===== src/rtl/dac_tdm_drv.sv =====
// dac_tdm_drv: serial-audio DAC driver for NCH channels of DATA_W-bit samples in SLOT_W-bit slots.
// Supports left-justified, I2S and right-justified formats. With NCH==2, lrck_o is an LR clock.
// With NCH>2, lrck_o is a one-bit-wide frame-sync pulse.
// Samples are staged by the mixer and then copied as a whole frame into the frame buffer at the
// frame boundary.
//
// Optional feature: define DAC_TDM_UNDERRUN_EN to enable the per-channel written flags. With the
// macro defined, channels that were not written during a frame are emitted as zero and the sticky
// underrun_o flag is set. Without the macro, stale samples repeat and underrun_o is tied to 0.
//
// Ports:
//   clk        master clock, forwarded on sck_o
//   rst        synchronous reset, active high
//   fmt_i      0=LJ, 1=I2S, 2=RJ, 3=reserved (treated as LJ); latched at the frame boundary
//   data_i     sample to stage; ch_i selects the channel, valid_i qualifies the write
//   pop_o      one-cycle request for the next frame's samples (cnt==0)
//   sck_o      = clk
//   bck_o      bit clock: low for the first half of each bit period, high for the second half
//   lrck_o     LR clock / frame sync, registered and aligned with data_o
//   data_o     serial data, MSB first, changes on bck falling edges
//   underrun_o sticky underrun flag
module dac_tdm_drv #(
  parameter int unsigned DATA_W  = 24,
  parameter int unsigned SLOT_W  = 32,
  parameter int unsigned NCH     = 2,
  parameter int unsigned BCK_DIV = 2,
  localparam int unsigned CHW    = $clog2(NCH)
) (
  input  logic              clk,
  input  logic              rst,
  input  logic [1:0]        fmt_i,
  input  logic [DATA_W-1:0] data_i,
  input  logic [CHW-1:0]    ch_i,
  input  logic              valid_i,
  output logic              pop_o,
  output logic              sck_o,
  output logic              bck_o,
  output logic              lrck_o,
  output logic              data_o,
  output logic              underrun_o
);

  localparam int unsigned PH_W  = $clog2(BCK_DIV);
  localparam int unsigned BIT_W = $clog2(SLOT_W);

  localparam logic [PH_W-1:0]  PhMax   = PH_W'(BCK_DIV - 1);
  localparam logic [PH_W-1:0]  PhHalf  = PH_W'(BCK_DIV / 2);
  localparam logic [BIT_W-1:0] BitMax  = BIT_W'(SLOT_W - 1);
  localparam logic [CHW-1:0]   SlotMax = CHW'(NCH - 1);

  localparam logic [1:0] FmtLj  = 2'd0;
  localparam logic [1:0] FmtI2s = 2'd1;
  localparam logic [1:0] FmtRj  = 2'd2;

  // The frame counter cnt is kept as cascaded phase / bit / slot fields, so no divider is needed.
  logic [PH_W-1:0]   ph_q, ph_d;
  logic [BIT_W-1:0]  bit_q, bit_d;
  logic [CHW-1:0]    slot_q, slot_d;
  logic              boundary;

  logic [DATA_W-1:0] stg_q  [NCH];
  logic [DATA_W-1:0] stg_d  [NCH];
  logic [DATA_W-1:0] fbuf_q [NCH];
  logic [DATA_W-1:0] fbuf_d [NCH];
  logic [1:0]        fmt_q, fmt_d;

  logic              bck_q, bck_d;
  logic              lrck_q, lrck_d;
  logic              data_q, data_d;

  logic              ch_ok;
  logic [1:0]        fmt_eff;
  logic [DATA_W-1:0] sample;
  logic [SLOT_W-1:0] word_lj, word;
  logic [BIT_W-1:0]  idx;

  // Out-of-range channel indices only exist when NCH is not a power of two.
  if (NCH == (1 << CHW)) begin : g_ch_full
    assign ch_ok = 1'b1;
  end else begin : g_ch_part
    assign ch_ok = ({1'b0, ch_i} < (CHW+1)'(NCH));
  end

  always_comb begin
    ph_d   = ph_q + 1'b1;
    bit_d  = bit_q;
    slot_d = slot_q;
    if (ph_q == PhMax) begin
      ph_d  = '0;
      bit_d = bit_q + 1'b1;
      if (bit_q == BitMax) begin
        bit_d  = '0;
        slot_d = (slot_q == SlotMax) ? '0 : slot_q + 1'b1;
      end
    end
  end

  assign boundary = (ph_q == PhMax) && (bit_q == BitMax) && (slot_q == SlotMax);

`ifdef DAC_TDM_UNDERRUN_EN
  logic [NCH-1:0] wr_q, wr_d;
  logic           under_q, under_d;

  // A write on the boundary clock belongs to the next frame, so it survives the clear.
  always_comb begin
    wr_d = boundary ? '0 : wr_q;
    if (valid_i && ch_ok) begin
      wr_d[ch_i] = 1'b1;
    end
    under_d = under_q | (boundary && !(&wr_q));
  end

  always_ff @(posedge clk) begin
    if (rst) begin
      wr_q    <= '0;
      under_q <= 1'b0;
    end else begin
      wr_q    <= wr_d;
      under_q <= under_d;
    end
  end

  assign underrun_o = under_q;
`else
  assign underrun_o = 1'b0;
`endif

  always_comb begin
    stg_d = stg_q;
    if (valid_i && ch_ok) begin
      stg_d[ch_i] = data_i;
    end
  end

  // The copy reads stg_q, so a write on the boundary clock is not seen by this copy.
  always_comb begin
    fbuf_d = fbuf_q;
    fmt_d  = fmt_q;
    if (boundary) begin
      fmt_d = fmt_i;
      for (int i = 0; i < NCH; i++) begin
`ifdef DAC_TDM_UNDERRUN_EN
        fbuf_d[i] = wr_q[i] ? stg_q[i] : '0;
`else
        fbuf_d[i] = stg_q[i];
`endif
      end
    end
  end

  // Outputs are registered from next-state values, so they line up with the counter value they
  // describe. For example, slot 0 bit 0 of a new frame appears while cnt==0.
  always_comb begin
    fmt_eff = (fmt_d == 2'd3) ? FmtLj : fmt_d;
    sample  = fbuf_d[slot_d];
    word_lj = {sample, {(SLOT_W-DATA_W){1'b0}}};
    unique case (fmt_eff)
      FmtI2s:  word = word_lj >> 1;
      FmtRj:   word = {{(SLOT_W-DATA_W){1'b0}}, sample};
      default: word = word_lj;
    endcase
    idx    = BitMax - bit_d;
    data_d = word[idx];
    bck_d  = (ph_d >= PhHalf);
    if (NCH == 2) begin
      lrck_d = (fmt_eff == FmtI2s) ? (slot_d != '0) : (slot_d == '0);
    end else begin
      lrck_d = (slot_d == '0) && (bit_d == '0);
    end
  end

  always_ff @(posedge clk) begin
    if (rst) begin
      ph_q   <= '0;
      bit_q  <= '0;
      slot_q <= '0;
      fmt_q  <= '0;
      bck_q  <= 1'b0;
      lrck_q <= 1'b0;
      data_q <= 1'b0;
      for (int i = 0; i < NCH; i++) begin
        stg_q[i]  <= '0;
        fbuf_q[i] <= '0;
      end
    end else begin
      ph_q   <= ph_d;
      bit_q  <= bit_d;
      slot_q <= slot_d;
      fmt_q  <= fmt_d;
      bck_q  <= bck_d;
      lrck_q <= lrck_d;
      data_q <= data_d;
      for (int i = 0; i < NCH; i++) begin
        stg_q[i]  <= stg_d[i];
        fbuf_q[i] <= fbuf_d[i];
      end
    end
  end

  assign pop_o  = !rst && (ph_q == '0) && (bit_q == '0) && (slot_q == '0);
  assign sck_o  = clk;
  assign bck_o  = bck_q;
  assign lrck_o = lrck_q;
  assign data_o = data_q;

endmodule


===== config.mk =====
export PLATFORM = sky130hd
export DESIGN_NAME = dac_tdm_drv
export DESIGN_NICKNAME = d
export VERILOG_FILES = /design/src/rtl/dac_tdm_drv.sv
export SDC_FILE = /design/constraint.sdc
export NUM_CORES = 1
export LEC_CHECK = 0
export CAP_MARGIN = 10
export CORE_ASPECT_RATIO = 0.7
export CORE_MARGIN = 3
export CORE_UTILIZATION = 25
export CTS_BUF_LIST = sky130_fd_sc_hd__clkbuf_4 sky130_fd_sc_hd__clkbuf_8
export CTS_CLUSTER_SIZE = 40
export DETAILED_ROUTE_END_ITERATION = 8
export SETUP_SLACK_MARGIN = 0.4
export SYNTH_ARGS = -nofsm -noshare
export SYNTH_HDL_FRONTEND = slang
export SYNTH_SLANG_ARGS = --single-unit

===== constraint.sdc =====
create_clock -name clk -period 4.7 [get_ports clk]
set_clock_uncertainty 0.15 [all_clocks]
set_input_delay 0.705 -clock clk [delete_from_list [all_inputs] [get_ports clk]]
set_output_delay 0.705 -clock clk [all_outputs]
set_load 0.02 [all_outputs]

==> Changelog: implementation <==
### Implementation results

- Status: completed
- Setup Slack @ Placement: 646.8 ps
- CP Capture Type: flop
- Mapped Cells: 656
- Largest class: combinational gates
- R2R setup slack: 690 ps
- Crit path required time: 4900 ps
- Largest area contributor in the netlist: dfxtp_1
- Worst min-delay path startpoint: stg_q[26]
- Number of diodes: 0
- Synth Cell Area: 0.004921 mm²
- Synth Warn #: 0
- Largest net degree at the start of global routing: approximately 76
- Dominant flop cell: dfxtp_1
- Inverters: 11
- Final WS setup: about 690 ps
- Fraction of area in multi-input gates: 0.4439
- EDFF count, synth: 0
- Post-route ant nets: 0
- DR vias/cell: 4.892
- Number of I/O pins: 36
- Max layer used: met4
- Hold depth: 2
- Buffers outside the clock class: 40
- Crit-path slowest cell: ha_2
- Critical Path Source: bit_q[0]
- Synthesized Nets: 692
- GRT overflow: 0
- VDD IR max: 0.2216 mV
- Yosys Chip Area: 0.004921 mm²
- Final Instance Area: 0.005668 mm²
- Period utilization: 0.8528
- Flops: 107
- Gr usage total: 0.1355
- Core area: ~0.019 mm²
- Remaining DRCs: 0
- Hold-fix buffers at CTS: 0
- OpenROAD warnings: 30
- Final setup viols: 0
- Yosys cell count: roughly 660
- CP top delay family: adder cells
- R2r worst-path depth: 13
- Crit path cell chain: ha_1 > and3_1 > ha_1 > and3_1 > mux2i_1 > inv_1 > ha_2 > nand2b_1 > o21ai_0 > a221o_1 > o2111ai_1 > a41o_1 > o211ai_1
- DRT Pass-1 Iters: 5
- Share of the synthesized area in the top cell type: 0.4353
- Multi-In Gates: 487
- Crit path depth: 13
power breakdown:
group          switching (W)  internal [W]  total [W]
registers          0.0000165      0.000928   0.000945
clock network       0.000350      0.000339   0.000689
logic              0.0000892     0.0000583   0.000147
total               0.000456       0.00133    0.00178
stage by stage:
stage               utilization  hold slack, ps  power, W  cells
finish                   0.2963           307.7  0.001781    929
global route             0.2963           333.4  0.001855    929
CTS                      0.2962           309.5  0.001796    929
detailed placement       0.2832           294.5  0.001141    910
global placement         0.2832           290.7  0.001144    910
floorplan                     -           281.7  0.001074    656
kinds of logic (layout without fill, tap and decap cells):
logic type,after synthesis,after routing,share of synthesized area
mux,8,8,0.01907
compound gates,199,199,0.2492
fa+ha+maj,6,6,0.01526
other cells,1,1,0.0007620
simple gates,273,273,0.2260
buf+inv,62,71,0.05441
flops,107,107,0.4353
**Signal wires on met1**

Scale bar: 50 µm.
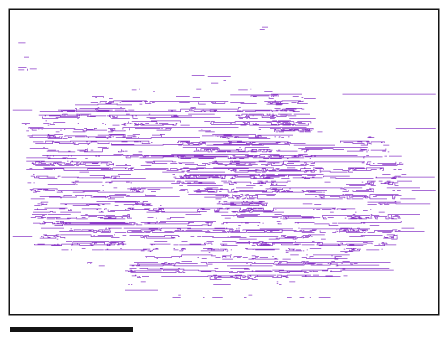
wire length on this layer: 7410 µm
longest straight run: 46.9 µm
main direction: horizontal
share of all routed wire: 52%
nets with wire on the layer: 645
DR vias: 4545
Total Routed Length: 14280 µm
met1 Track Usage GR: 0.2059

**Met2 routing**

Scale bar: 50 µm. Cells faint in the background.
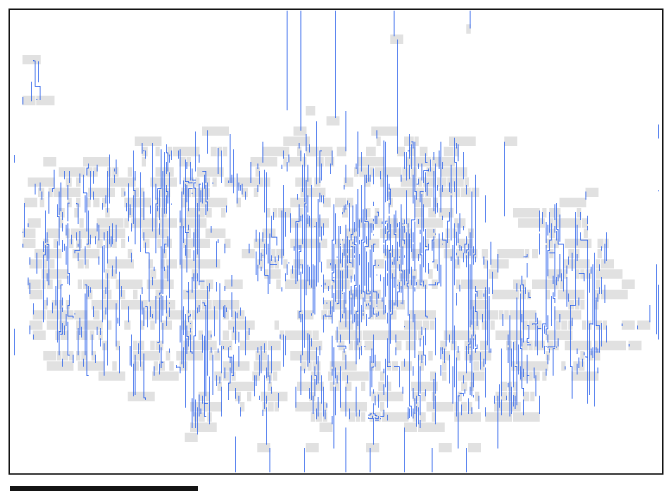
main direction: vertical
wire length on this layer: 5740 µm
share of all routed wire: 40%
longest straight run: 45.9 µm
met2 Use GR: 0.1847

**Met3 routing**

Scale bar: 50 µm. Cells faint in the background.
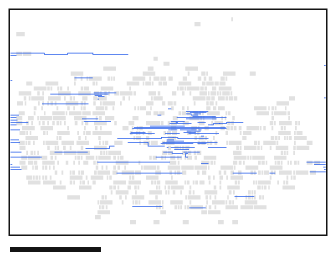
longest straight run: 51.5 µm
share of all routed wire: 6.9%
nets with wire on the layer: 67
met3 Use GR: 0.04174

No activity file was given, so power comes from the tool's default toggle rates.
